File: src/rtl/scrambler_arbiter.sv
// Packet-granular round-robin arbiter sharing one scrambler between N AXI-Stream sources.
// Loads the winner's seed into the scrambler, then passes the packet through tagged with its index.
module scrambler_arbiter #(
  parameter int unsigned        N            = 4,
  parameter int unsigned        WIDTH        = 24,
  parameter int unsigned        SEED_W       = 7,
  parameter logic [SEED_W-1:0]  DEFAULT_SEED = SEED_W'(7'b1011101),
  parameter int unsigned        IDX_W        = 2
) (
  input  logic                  aclk,
  input  logic                  areset,
  input  logic [N*WIDTH-1:0]    s_axis_tdata,
  input  logic [N-1:0]          s_axis_tvalid,
  output logic [N-1:0]          s_axis_tready,
  input  logic [N-1:0]          s_axis_tlast,
  input  logic [N*SEED_W-1:0]   s_seed,
  output logic [WIDTH-1:0]      m_axis_tdata,
  output logic [3:0]            m_axis_tuser,
  output logic                  m_axis_tvalid,
  input  logic                  m_axis_tready,
  output logic                  m_axis_tlast,
  output logic                  scr_load,
  output logic [SEED_W-1:0]     scr_seed,
  output logic                  busy
);

  typedef enum logic [1:0] {
    IDLE = 2'd0,
    LOAD = 2'd1,
    PASS = 2'd2
  } state_t;

  state_t            state;
  state_t            state_nxt;
  logic [IDX_W-1:0]  grant;
  logic [IDX_W-1:0]  rr_ptr;
  logic [IDX_W-1:0]  pick;
  logic [IDX_W-1:0]  cand;
  logic              found;
  logic              win;
  logic [SEED_W-1:0] picked_seed;
  logic [SEED_W-1:0] load_seed;
  logic              src_valid;
  logic              src_last;
  logic              beat_done;

  logic [WIDTH-1:0]  src_data [N];
  logic [SEED_W-1:0] src_seed [N];

  for (genvar k = 0; k < N; k++) begin : g_unpack
    assign src_data[k] = s_axis_tdata[k*WIDTH +: WIDTH];
    assign src_seed[k] = s_seed[k*SEED_W +: SEED_W];
  end

  // Round-robin scan: first valid source at or after rr_ptr, wrapping modulo N
  always_comb begin
    found = 1'b0;
    pick  = '0;
    cand  = '0;
    for (int unsigned i = 0; i < N; i++) begin
      cand = IDX_W'((32'(rr_ptr) + i) % N);
      if (!found && s_axis_tvalid[cand]) begin
        found = 1'b1;
        pick  = cand;
      end
    end
  end

  // An all-zero seed would lock the scrambler LFSR, so substitute the default
  assign picked_seed = src_seed[pick];
  assign load_seed   = (picked_seed == '0) ? DEFAULT_SEED : picked_seed;
  assign win         = (state == IDLE) && found;

  assign src_valid = s_axis_tvalid[grant];
  assign src_last  = s_axis_tlast[grant];
  assign beat_done = (state == PASS) && src_valid && m_axis_tready && src_last;

  always_comb begin
    state_nxt = state;
    case (state)
      IDLE:    if (found) state_nxt = LOAD;
      LOAD:    state_nxt = PASS;
      PASS:    if (beat_done) state_nxt = IDLE;
      default: state_nxt = IDLE;
    endcase
  end

  always_ff @(posedge aclk or posedge areset) begin
    if (areset) begin
      state    <= IDLE;
      grant    <= '0;
      rr_ptr   <= '0;
      scr_load <= 1'b0;
      scr_seed <= DEFAULT_SEED;
    end else begin
      state    <= state_nxt;
      scr_load <= win;
      if (win) begin
        grant    <= pick;
        scr_seed <= load_seed;
      end
      if (beat_done) begin
        rr_ptr <= (grant == IDX_W'(N - 1)) ? '0 : grant + IDX_W'(1);
      end
    end
  end

  // Unregistered pass-through of the granted source while in PASS
  always_comb begin
    m_axis_tdata  = '0;
    m_axis_tvalid = 1'b0;
    m_axis_tlast  = 1'b0;
    m_axis_tuser  = '0;
    s_axis_tready = '0;
    if (state == PASS) begin
      m_axis_tdata         = src_data[grant];
      m_axis_tvalid        = src_valid;
      m_axis_tlast         = src_last;
      m_axis_tuser         = 4'(grant);
      s_axis_tready[grant] = m_axis_tready;
    end
  end

  assign busy = (state != IDLE);

endmodule

File: config.mk
export PLATFORM = sky130hd
export DESIGN_NAME = scrambler_arbiter
export DESIGN_NICKNAME = d
export VERILOG_FILES = /design/src/rtl/scrambler_arbiter.sv
export SDC_FILE = /design/constraint.sdc
export NUM_CORES = 1
export LEC_CHECK = 0
export ABC_CLOCK_PERIOD_IN_PS = 2830
export CAP_MARGIN = 25
export CELL_PAD_IN_SITES_DETAIL_PLACEMENT = 0
export CELL_PAD_IN_SITES_GLOBAL_PLACEMENT = 2
export CORE_MARGIN = 10
export CORE_UTILIZATION = 16
export DETAILED_ROUTE_END_ITERATION = 7
export PLACE_DENSITY = 0.93
export SLEW_MARGIN = 15
export SYNTH_ARGS = -nofsm -noshare
export SYNTH_HDL_FRONTEND = slang
export SYNTH_SLANG_ARGS = --single-unit
export TNS_END_PERCENT = 30
File: constraint.sdc
create_clock -name aclk -period 2.83 [get_ports aclk]
set_input_delay 0.7075 -clock aclk [delete_from_list [all_inputs] [get_ports aclk]]
set_output_delay 0.7075 -clock aclk [all_outputs]
set_load 0.01 [all_outputs]
### Port wiring, run 1

Drawn at 3 px/um.
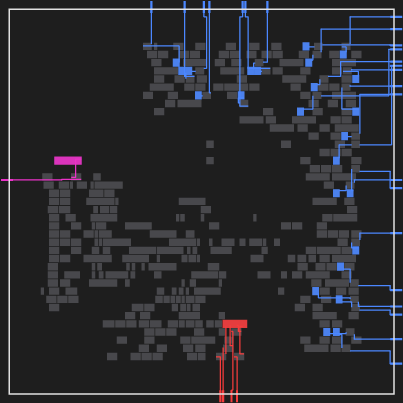
Key: red = s_axis_tlast [bits 4, direction input, edge south, end cells 1, buffers 4, wire 93.5 um]; magenta = scr_load [bits 1, direction output, edge west, end cells 1, buffers 1, wire 32.7 um]; blue = m_axis_tdata [bits 24, direction output, edge 17 east, 7 north, end cells 24, buffers 24, wire 639 um]
number of placed I/O pins: 178
PortBufs: 175

### Layout detail, run 1

Region (86, 86) to (106, 106) um. Cells in gray, sequential cells in the stronger gray; small squares are vias.
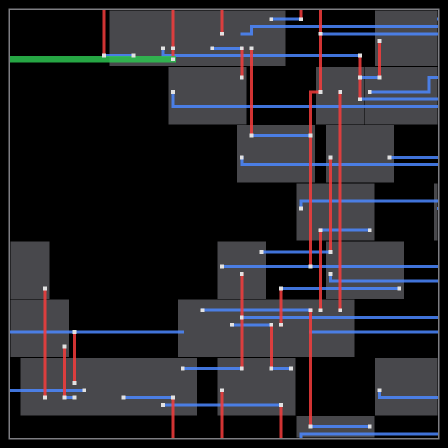
Key: green = metal 3; red = metal 2; blue = metal 1
Sequential cells in the window: 0. Most frequent: clkdlybuf4s50_1 (9), mux4_2 (3). 16 logic cells have their middle in the window.

==> notes.org, run 1 <==
#+TITLE: Flow metrics

** Worst setup path
- The required time at the worst endpoint is listed as 2.12 ns.
- STA classifies the critical path endpoint as a primary output.
- Worst Path Buf+Inv :: 2
- The arrival time of data at the worst endpoint is listed as a little over 2 ns.
- Critical path start-end classification :: in2out

** Clocking
- The clock passes through at most 2 buffers.
- Clock tree synthesis selected as its root buffer the cell clkbuf_16.
- Cell resize tally after clock tree synthesis :: 26
- TritonCTS buffer count :: 3
- Clock transition at the registers of the reported paths :: 0.05 ns

** Floorplanning
- For reference, the placement row count at floorplan is 39.
- Die Width :: roughly 130 um
- The core region is approximately 11000 um^2.

** Layout
- P&R area growth vs syn :: 108.4%
- The count of cells in the finished layout, fillers not included, comes to roughly 500.
- The layout stage reports a final design area of 3869 um^2.

** Power and ir drop
- Part of the power in registers :: 0.157
- Per the OpenROAD power report, switching power amounts to 0.001036 W.
- Total power divided by cell area :: between 600 and 700 nW/um^2
- The design draws between 0.002 and 0.003 W.
- Switching share of total power :: 0.3861
- The share of total power dissipated in combinational logic is 0.732.

** Synth
- Post-synth EDFFs :: 0
- Post-synth ARST share :: 1.000

** Global route
- Number of antenna violations at the first check in global routing :: 0
- Summed over all layers, the global routing overflow is 0.

** Routing
- Number of design rule violations left after detail routing :: 0
- Wire segments on met2 add up to between 4000 and 5000 um in the final route.
- DR vias/cell :: roughly 4.3

** Placement
- RD Place Congestion :: about 0.79
- In this run, placement finished with an instance count of ~490.
- The placed instances occupy a cell area of roughly 3800 um^2.

** Run status
- Status :: finished clean

** STA
- Hold_ws :: roughly 0.51 ns
### Signal wires by layer, run 1

Drawn at 4 px/um. Two of the layers only.
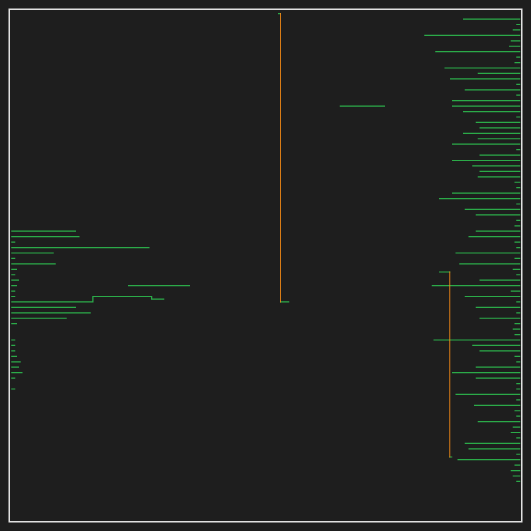
Key: orange = metal 4 [wire length 118 um]; green = metal 3 [wire length 901 um]
wire length per cell after detailed routing: 18.57 um
Post-Route WL: 9134 um
via count of the routed design: 2119

## run 1: layout make-up
class	count	area (um^2)	share of cell area
Multi-Input combinational cell	135	1384	0.3577
Clock buffer	4	88.84	0.02296
Inverter	8	30.03	0.007762
Timing Repair Buffer	188	1829	0.4728
Sequential cell	14	357.8	0.09250
Tap cell	143	178.9	0.04625
## run 1: worst paths after layout
kind                                 to  slack [ns]  cells after the start       startpoint
min in group asynchronous      scr_load        0.81                      2           areset
setup reg to reg            scr_seed[3]        0.96                      7        rr_ptr[1]
setup / recovery           m_axis_tlast        0.05                      4  s_axis_tlast[3]
max in group asynchronous      grant[0]        1.62                      2           areset
hold reg to reg                state[1]        0.51                      1         state[1]
hold / removal                 state[1]        0.51                      1         state[1]
--- run 2 (diff from run 1) ---
- RECOVER_POWER: not set -> 25
### Metal 2, run 2

Drawn at 3 px/um. Cells faint in the background.
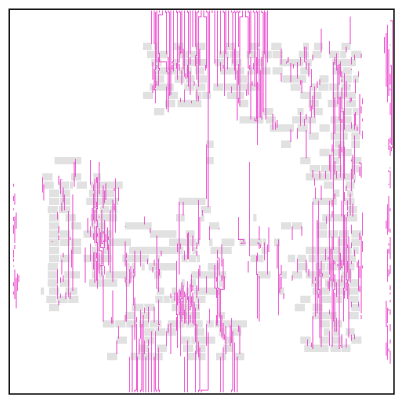
The layer holds 47% of the routed length. The layer carries 4320 um of wire.

==> notes.org, run 2 <==
#+TITLE: Flow metrics

** Run status
- The flow ran to the end, and the final reports show no timing, DRC or antenna violations.

** Worst setup path
- According to the timing report, the data required time at the worst endpoint equals ~2.1 ns.
- For reference, the critical path is captured by m_axis_tlast.
- Start point of the critical path :: s_axis_tlast[3]
- Worst Path Buf+Inv :: 2
- The worst setup path is captured at a primary output.
- The critical path in this run is classified as in2out.
- The worst register-to-register path begins at rr_ptr[1].
- In this run the number of cells on the critical path is 4.
- Capture point of the worst reg-to-reg path :: scr_seed[3]
- The timing report gives the worst reg2reg path a setup slack of approximately 0.96 ns.

** Routing
- For this sky-water flow run, the detailed-routed wirelength per cell is reported as approximately 19 um.
- The routed layout reports a DRC error count of 0.
- Routed wire length on met2 :: about 4300 um
- Via count of the routed design :: 2119
- Post-Route WL :: slightly above 9000 um

** Layout
- There are 14 flip-flops and latches.
- After layout, the inverter instance count without clock inverters stands at 8.
- Relative area of non-clock buffer cells in the final design :: 0.4728
- Number of clock buffers in the layout :: 4
- The biggest slice of the area belongs to non-clock buffers.
- The finished cells cover 3869 um^2.
- Per the final report, the share of cell area in clock cells is 0.02296.

** Clocking
- The tree is rooted in a clkbuf_16.
- Per the post-CTS timing run, clock transition at the registers of the reported paths is 0.05 ns.

** Floorplanning
- The design received a total of 143 well taps at floorplan.
- Number of placed I/O pins :: roughly 180
- Std cell rows :: 39
- According to the floorplan report, the placeable core area is about 11000 um^2.
- In this run the horizontal extent of the chip is 127.7 um.

** Placement
- The placement report lists the number of port buffers as around 180.
- Per the detailed placement report, the placed cell area equals around 3800 um^2.
- RD Place Congestion :: between 0.7 and 0.8

** Global route
- The global route stage reports its total congestion overflow as 0.
- Number of antenna violations at the first check in global routing :: 0

** Worst hold path
- Number of instances on the worst hold path :: 1
- Destination of the worst hold path :: state[1]

** Synth
- Post-synth ARST share :: 1.000

** Power and ir drop
- The report lists the power per cell area as 692.0 nW/um^2.
-- run 2: per-stage QoR --
step | util | total power, W | hold WS (ns) | std cells | TNS [ns]
2_1_floorplan | - | 0.001596 | 0.4631 | 172 | 0
5_1_grt | 0.3403 | 0.002906 | 0.5539 | 492 | 0
3_5_place_dp | 0.3353 | 0.002551 | 0.5048 | 488 | -2.780
4_1_cts | 0.3403 | 0.002753 | 0.5143 | 492 | 0
3_3_place_gp | 0.3353 | 0.002524 | 0.4914 | 488 | -2.479
6_report | 0.3403 | 0.002677 | 0.5120 | 492 | 0
-- run 2: kinds of logic after synthesis --
family / count (synthesis) / synth area share
buf+inv: 23 / 0.06604
other cells: 1 / 0.002020
compound gates: 23 / 0.09164
flops: 14 / 0.1921
simple gates: 58 / 0.1806
fa+ha+maj: 4 / 0.02696
mux: 48 / 0.4407
--- run 3 (diff from run 2) ---
- CTS_CLUSTER_SIZE: not set -> 24
- GPL_ROUTABILITY_DRIVEN: not set -> 0
- MAX_ROUTING_LAYER: not set -> met4
### Signal wires by layer, run 3

Drawn at 4 px/um. Two of the layers only.
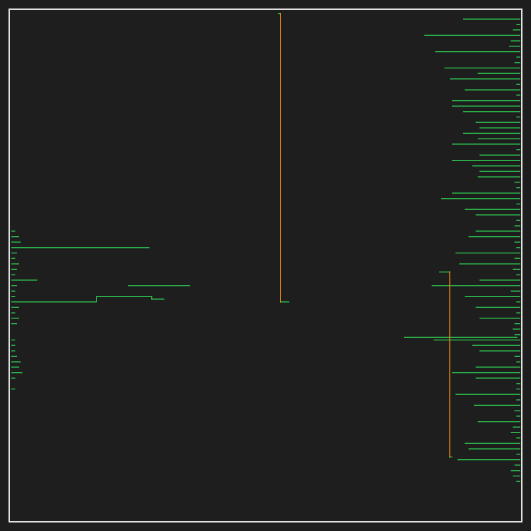
Key: green = metal 3 [wire length 830 um]; orange = metal 4 [wire length 118 um]
overall routing resource usage: 0.1047
via count of the routed design: 2121
Post-Route WL: 9178 um
wire length per cell after detailed routing: 18.65 um

==> notes.org, run 3 <==
#+TITLE: Flow metrics

** Run status
- The flow ran to the end, and the final reports show no timing, DRC or antenna violations.

** Routing
- DR vias/cell :: 4.311
- After detailed routing, the met2 layer carries 4320 um of wire.
- Per the detail_route report, DRC violations left total 0.

** STA
- Hold_ws :: 0.5082 ns

** Clocking
- Clock tree synthesis inserted a total of 3 buffers.
- Maximum buffer depth of the clock tree :: 2
- CTS placed an instance of clkbuf_16 at the clock tree root.

** Synth
- Synth Area in Compound Gates :: 0.09164
- Per the synthesis report, the adder-cell share of the synthesized area is 0.02695.
- In the synthesized netlist the async set-or-reset flop fraction comes to 1.000.
- Of the post-synthesis cell area, the part taken by muxes is 0.4407.
- Post-synthesis share of cell area spent on and, or, nand and nor gates :: 0.1806
- Dominant kind of combinational cell :: multiplexers
- Counting flops with a built-in enable in the synthesized netlist gives 0.
- The cell-mix breakdown from Yosys lists the XOR/XNOR area share as 0.

** Layout
- Final standard cell count with taps included and fillers excluded :: about 500
- Between the synthesized netlist and the finished layout, the area growth was recorded as 108.4%.
- Fraction of the core area covered by cells at the end of the flow :: 0.3403
- Area taken by multi-input logic gates :: about 1400 um^2
- For the completed layout, the total cell area is recorded as ~3900 um^2.

** Worst hold path
- Number of instances on the worst hold path :: 1

** Floorplanning
- Die Width :: 127.7 um
- During I/O placement, the number of pins put on the boundary was roughly 180.

** Worst setup path
- Capturing element type of the critical path :: primary output
- Per the post-run analysis, buffers plus inverters along the critical path come to 2.
- STA puts the critical path data required time at 2.12 ns.
- Critical path start-end classification :: in2out
- Number of logic stages on the critical path including buffering :: 4

** Global route
- The initial antenna violation count was 0.

** Power and ir drop
- The power report attributes to the sequential group a share of 0.157.
- The flow reported a cell area power density of 692.9 nW/um^2.
- The switching portion of total power comes to 0.3877.
- Logic gate share of total power :: 0.733
- The completed layout was analyzed and its total power is between 0.002 and 0.003 W.

** Placement
- After detailed placement, the total cell area comes to between 3000 and 4000 um^2.
- The buffer_ports step reported a buffer count of 175.
- Post-Place Cells :: just under 500
==> run 3: cell counts in the layout (fill, tap and decap cells not counted) <==
Identical to the previous run, type by type.
==> run 3: area by class of cell <==
cell class	instances	area share
Sequential cell	14	0.09250
Tap cell	143	0.04625
Clock buffer	4	0.02296
Timing Repair Buffer	188	0.4728
Inverter	8	0.007762
Multi-Input combinational cell	135	0.3577
==> run 3: worst paths after layout <==
check,slack (ns),from,end
max,0.05,s_axis_tlast[3],m_axis_tlast
min,0.51,state[1],state[1]
max reg2reg,0.96,state[1],scr_seed[3]
min reg2reg,0.51,state[1],state[1]
max in group asynchronous,1.45,areset,grant[0]
min in group asynchronous,0.96,areset,scr_load
==> run 3: repair_timing <==
action	4_1_cts	5_1_grt
gates resized	26	0
endpoints found under the hold margin	0	0
setup endpoints to repair	26	0
hold buffers	0	0
Power and IR drop assume default switching activity.
